**Run 1: cell area per tile**

Drawn at 4 px/micron. 7 x 7 tiles, from dark purple (low) to yellow (high), 0 to 100% covered.
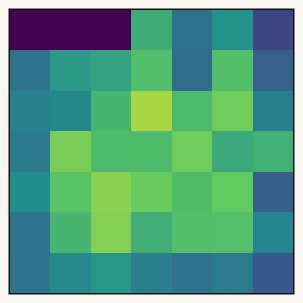
**Run 1: selected gate families**

Drawn at 6 px/micron.
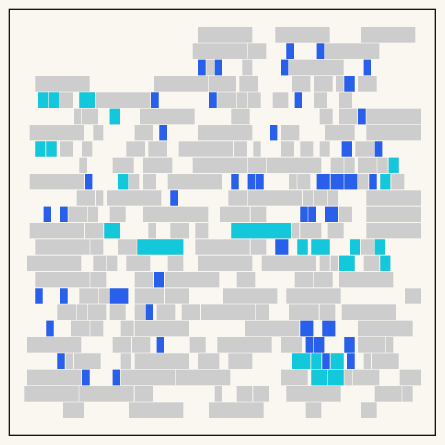
**Run 1: where the registers sit**

Drawn at 6 px/micron.
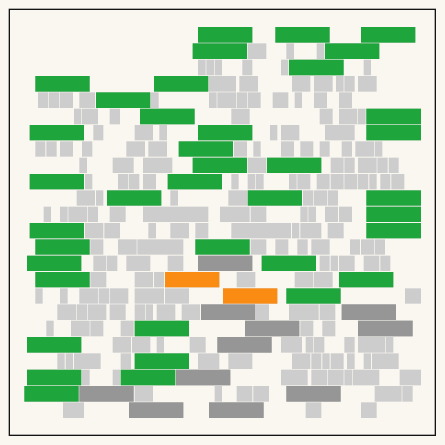
**Run 1: port wiring**

Drawn at 6 px/micron.
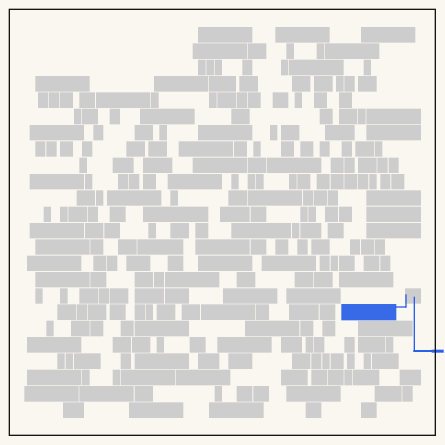
Design stopwatch_btn_ctrl, sky130hd; sources not shown.
==> ci_impl_report.md, run 1 <==
### Flow metrics

| Metric | Value |
|---|---|
| Final period util | `79.94%` |
| Cell count of the worst hold path | `0` |
| First-pass GRT wire length | `7.617 mm` |
| Yosys cell count | `233` |
| RSZ-0062 raised after global routing | `no` |
| Final TNS setup | `0 ns` |
| Min-Delay Path Class | `register to register` |
| Max-area cell share | `52.04%` |
| Sequential share of the synthesized area | `52.04%` |
| Post-Syn Area per Cell | `10.53 sq um` |
| Pre-CTS setup slack | `0.5137 ns` |
| Final tally of setup violations | `0` |
| Worst slew pin tran | `0.4094 ns` |
| Slowest stage delay, CP | `0.52 ns` |
| DP HPWL | `2.879 mm` |
| CTS H-tree lvls | `2` |
| Layout cells sized above 1 | `10.80%` |
| Longest Clk Path Bufs | `2` |
| Hold buffer count at cts | `1` |
| Max-cap violations | `0` |
| Synth logic family | `simple AND/OR/NAND/NOR gates` |
| Initial drt markers | `71` |
| Tapcells inserted | `52` |
| Critical path capture point type | `register` |
| Syn. warnings | `0` |
| Final Instance Area | `2716 sq um` |
| Total track usage | `19.25%` |
| Worst vdd ir | `0.2742 mV` |
| Crit path cell chain | `or4_1 -> or3_4 -> nor3_1 -> mux2_2` |
| Tool warning count | `29` |
| Cell area leaders | `dfrtp_1, xor2_1, nor2_1, xnor2_1, nand3_1` |
| Insertion delay at the late pin of the worst-skew pair | `0.31 ns` |
| Max Slew Vio Count | `0` |
| Buffer share of cell area | `4.330%` |
| Critical path's slowest cell | `or4_1` |
| Die Y-Extent | `70.78 microns` |
| Die W | `70.78 microns` |
| Largest cell class | `registers` |
| Inverters | `7` |
| Ys async rst share | `100.0%` |
| Critical Path Start Type | `register` |
| CP delay by family, top | `simple AND/OR/NAND/NOR gates` |
| Buf+Inv Stages, Crit Path | `0` |
| Yosys cell types | `40` |
| Status | `complete, no violations` |
| Pin count of the biggest net entering global routing | `24` |
| Rows | `24` |
| Layout area overhead | `10.77%` |
| R2r setup slk | `0.50 ns` |
| Nets | `260` |
| N_diodes | `0` |
| Area fraction in compound gates | `7.551%` |
| Most numerous logic cells after layout | `dfrtp_1, nor2_1, nand3_1` |
| Worst Path Arrival | `2.20 ns` |
| Lkg Pwr | `1.172 nW` |
| Worst Hold Slack | `0.3578 ns` |
| CTS tree | `built` |
| Clk sinks | `51` |
| Clk_skew | `0.01041 ns` |
| Final worst slack | `0.5016 ns` |
| Power per cell area | `544.9 nW/um^2` |
| Count leader, synth | `dfrtp_1` |
| Gate Area | `1116 sq um` |
| Resized cells post-CTS | `0` |
| FILL cells | `376` |
| GPL Wtd Cong | `0.8049` |
| Clock-pin slew on the worst setup and hold paths | `0.09 ns` |
| YS chip area | `2452 sq um` |
| Post-synth top cells | `dfrtp_1, nor2_1, nand3_1` |
| AND/OR/NAND/NOR Cells, Area Fraction | `23.47%` |
| Routed Wire Length | `4.158 mm` |
| Dominant register cell | `dfrtp_1` |
| Clock buf count | `5` |
| Drt wl/cell | `13.77 microns` |
| Critical Path RT | `2.70 ns` |
| Syn nets | `244` |
| Peak Freq | `500.4 MHz` |
| Final ANT Viol Nets | `0` |
| Critical setup path kind | `register to register` |
| Fin crit period | `1.998 ns` |
| Number of buffers created by CTS | `5` |
| Rel. slew slack | `72.65%` |
| Via count | `1689` |
| Non-CTS buffers | `15` |
| Fin. Hold Viols | `0` |
| DR vias/cell | `5.593` |
| Power, Total | `1.480 mW` |
| Mux share of post-synthesis cell area | `0.9184%` |
| Setup bufs post-CTS | `0` |
| Yosys xor share | `10.00%` |
| Drt drc | `0` |
| Combinational gate count | `169` |
| Worst-path maximum fanout | `5` |
| Root Buffer | `clkbuf_8` |
| Adder share | `3.571%` |
| Remaining global-route overflow | `0` |
| Synth area leader | `dfrtp_1` |
| Layout sequential cell count | `51` |
| Cell Area, Placed | `2591 sq um` |
| Crit path depth | `4` |
| Cell depth of the worst flop-to-flop path | `4` |
| Cell Area, Synth | `2452 sq um` |
| Vias in the first global route | `1688` |
## Picture notes: 'cell area per tile'
nearly empty tiles	6.1%
emptiest ninth of the die	upper left
densest ninth of the die	center
tiles over 75% full	16%
fin util: 62.82%
core utilization at floorplan: 56.71%
Core Region: 4324 sq um

## Picture notes: 'selected gate families'
color	family	cells	most used	where
cyan	aoi and oai cells	23	a21oi_1	all over the die
blue	nor cells	47	nor2_1	all over the die
multi-input gate share of total cell area: 41.09%
dominant logic cell type in the layout: dfrtp_1
Final Non-Filler Cells: 302

## Picture notes: 'where the registers sit'
color	netlist name	flops
green	cnt_q	38
orange	deb_q	2
not colored	11
sequential cell area share: 46.98%
seq pwr: 844 uW
Reg area: 1276 sq um

## Picture notes: 'port wiring'
color	port	bits	direction	edge	end cells	buffers	wire
blue	clr	1	output	right	1	1	15.9 microns
Port-buffer cells: 8
I/O Pins: 9

## run 1: cell families after synthesis
kind of cell / count (synthesis)
mux: 2
simple gates: 108
flops: 51
fa+ha+maj: 7
buf+inv: 13
compound gates: 24
xor+xnor: 28
## run 1: layer usage
| metal | track usage (%) | part of all wire (%) |
|---|---|---|
| met3 | 3.846 | 2.5 |
| met5 | 0 | 0 |
| met4 | 7.757 | 1.6 |
| met2 | 31.46 | 48 |
| met1 | 25.38 | 47 |
## run 1: report_power, final
group / switching (mW) / internal, mW / total (mW) / leakage, nW
Sequential: 0.00881 / 0.835 / 0.844 / 0.698
Clock: 0.282 / 0.301 / 0.583 / 0.0548
Combinational: 0.0331 / 0.0196 / 0.0527 / 0.418
--- run 2 (diff from run 1) ---
- clock period: 2.5 -> 2.04 ns (I/O delays scaled with it)
**Run 2: cell area per tile**

Drawn at 4 px/micron. 7 x 7 tiles, from dark purple (low) to yellow (high), 0 to 100% covered.
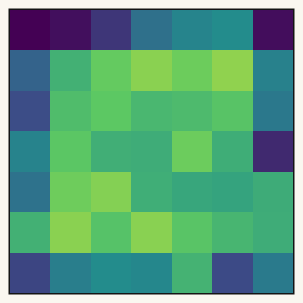
fullest tile	83%
emptiest ninth of the die	upper left
nearly empty tiles	2.0%
fin util: 64.03%

==> run 2 against run 1 <==
Non-clock buffer count increased by 8. Clock skew down 0.00066 ns. Combinational power increased by 27%. Critical path depth unchanged. Critical endpoint unchanged. Area after synthesis unchanged. Sequential share of layout area shrank 0.80 points. Sequential cell count is the same. Worst hold slack gained 0.0068 ns. Design area rose by 1.9%. Maximum frequency increased by 5.0%. Core utilization increased by 1.2 points.
==> ci_impl_report.md, run 2 <==
### Flow metrics

| Metric | Value |
|---|---|
| Status | `complete, no violations` |
| Syn nets | `244` |
| Clk sinks | `51` |
| Via count | `1779` |
| Initial drt markers | `65` |
| Rel. slew slack | `63.75%` |
| Synth logic family | `simple AND/OR/NAND/NOR gates` |
| Syn. warnings | `0` |
| Final ANT Viol Nets | `0` |
| Worst Hold Slack | `0.3646 ns` |
| RSZ-0062 raised after global routing | `no` |
| Mux share of post-synthesis cell area | `0.9184%` |
| Port-buffer cells | `8` |
| Critical setup path kind | `register to register` |
| Met1 GRT Util | `26.82%` |
| I/O Pins | `9` |
| Cell Area, Placed | `2654 sq um` |
| Pre-CTS setup slack | `0.06704 ns` |
| Max-cap violations | `0` |
| Routed Wire Length | `4.386 mm` |
| Final Instance Area | `2769 sq um` |
| Adder share | `3.571%` |
| Count leader, synth | `dfrtp_1` |
| Worst vdd ir | `0.4649 mV` |
| WL met2 | `2.243 mm` |
| YS chip area | `2452 sq um` |
| Reg area | `1279 sq um` |
| Yosys cell count | `233` |
| Critical Path RT | `2.22 ns` |
| Final TNS setup | `0 ns` |
| Area fraction in compound gates | `7.551%` |
| Vias in the first global route | `1777` |
| Most numerous logic cells after layout | `dfrtp_1, nor2_1, buf_4` |
| Ys async rst share | `100.0%` |
| Final period util | `93.31%` |
| Cell area leaders | `dfrtp_1, xor2_1, nor2_1, xnor2_1, nand3_1` |
| Cell count of the worst hold path | `0` |
| Dominant register cell | `dfrtp_1` |
| Clk_skew | `0.009750 ns` |
| DP HPWL | `3.200 mm` |
| Setup bufs post-CTS | `0` |
| Longest Clk Path Bufs | `2` |
| Sequential share of the synthesized area | `52.04%` |
| Drt drc | `0` |
| Max Slew Vio Count | `0` |
| Remaining global-route overflow | `0` |
| Most used routing layer | `met2` |
| GPL Wtd Cong | `0.7684` |
| Cell Area, Synth | `2452 sq um` |
| Met1 wire length | `1.970 mm` |
| N_diodes | `0` |
| Drt wl/cell | `14.15 microns` |
| Worst-path maximum fanout | `2` |
| Synth area leader | `dfrtp_1` |
| Min-Delay Path Class | `register to register` |
| Final worst slack | `0.1364 ns` |
| Yosys cell types | `40` |
| Nets | `268` |
| Total track usage | `20.60%` |
| Dominant logic cell type in the layout | `dfrtp_1` |
| Layout area overhead | `12.91%` |
| Power, Total | `1.720 mW` |
| Fin. Hold Viols | `0` |
| First-pass GRT wire length | `8.162 mm` |
| DR WL met3 | `107 microns` |
| Critical path capture point type | `register` |
| Max-area cell share | `52.04%` |
| Die W | `70.78 microns` |
| Post-synth top cells | `dfrtp_1, nor2_1, nand3_1` |
| Core Region | `4324 sq um` |
| Uppermost layer routed | `met4` |
| R2r setup slk | `0.14 ns` |
| Yosys xor share | `10.00%` |
| Worst Path Arrival | `2.09 ns` |
| Worst slew pin tran | `0.5438 ns` |
| Gate Area | `1121 sq um` |
| Root Buffer | `clkbuf_8` |
| Core utilization at floorplan | `56.71%` |
| Met3 usage | `5.271%` |
**Run 2: selected gate families**

Drawn at 6 px/micron.
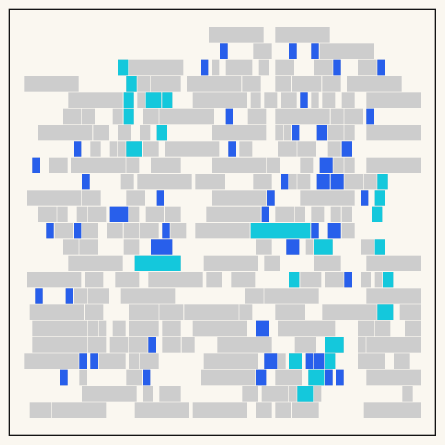
color	family	cells	most used
cyan	aoi and oai cells	23	a21oi_1
blue	nor cells	47	nor2_1
multi-input gate share of total cell area: 40.49%
Final Non-Filler Cells: 310

==> run 2: repair_timing <==
action | in CTS | in global routing
hold buffers | 1 | 0
endpoints found under the hold margin | 13 | 0
setup endpoints to repair | 0 | 1
resized | 0 | 1
==> run 2: final cells by class <==
cell class	instances	share of cell area, %
timing repair buffer	23	6.417
multi-input combinational	169	40.49
inverter	7	0.9489
sequential	51	46.18
clock buffer	8	3.615
tap	52	2.350
==> run 2: power breakdown <==
part	leakage, nW	total [mW]	internal [mW]	switching [mW]
clock network	0.0515	0.618	0.310	0.308
registers	0.695	1.03	1.02	0.0110
logic	0.462	0.0671	0.0254	0.0417
==> run 2: worst max-delay path, cell delays in order, from the launching register on <==
cell     delay (ns)
dfrtp_1        0.38
or4_1          0.52
or3_4          0.42
nor3_2         0.13
mux2_2         0.35
Power figures rest on the tool's default switching activity, not on a simulated workload.
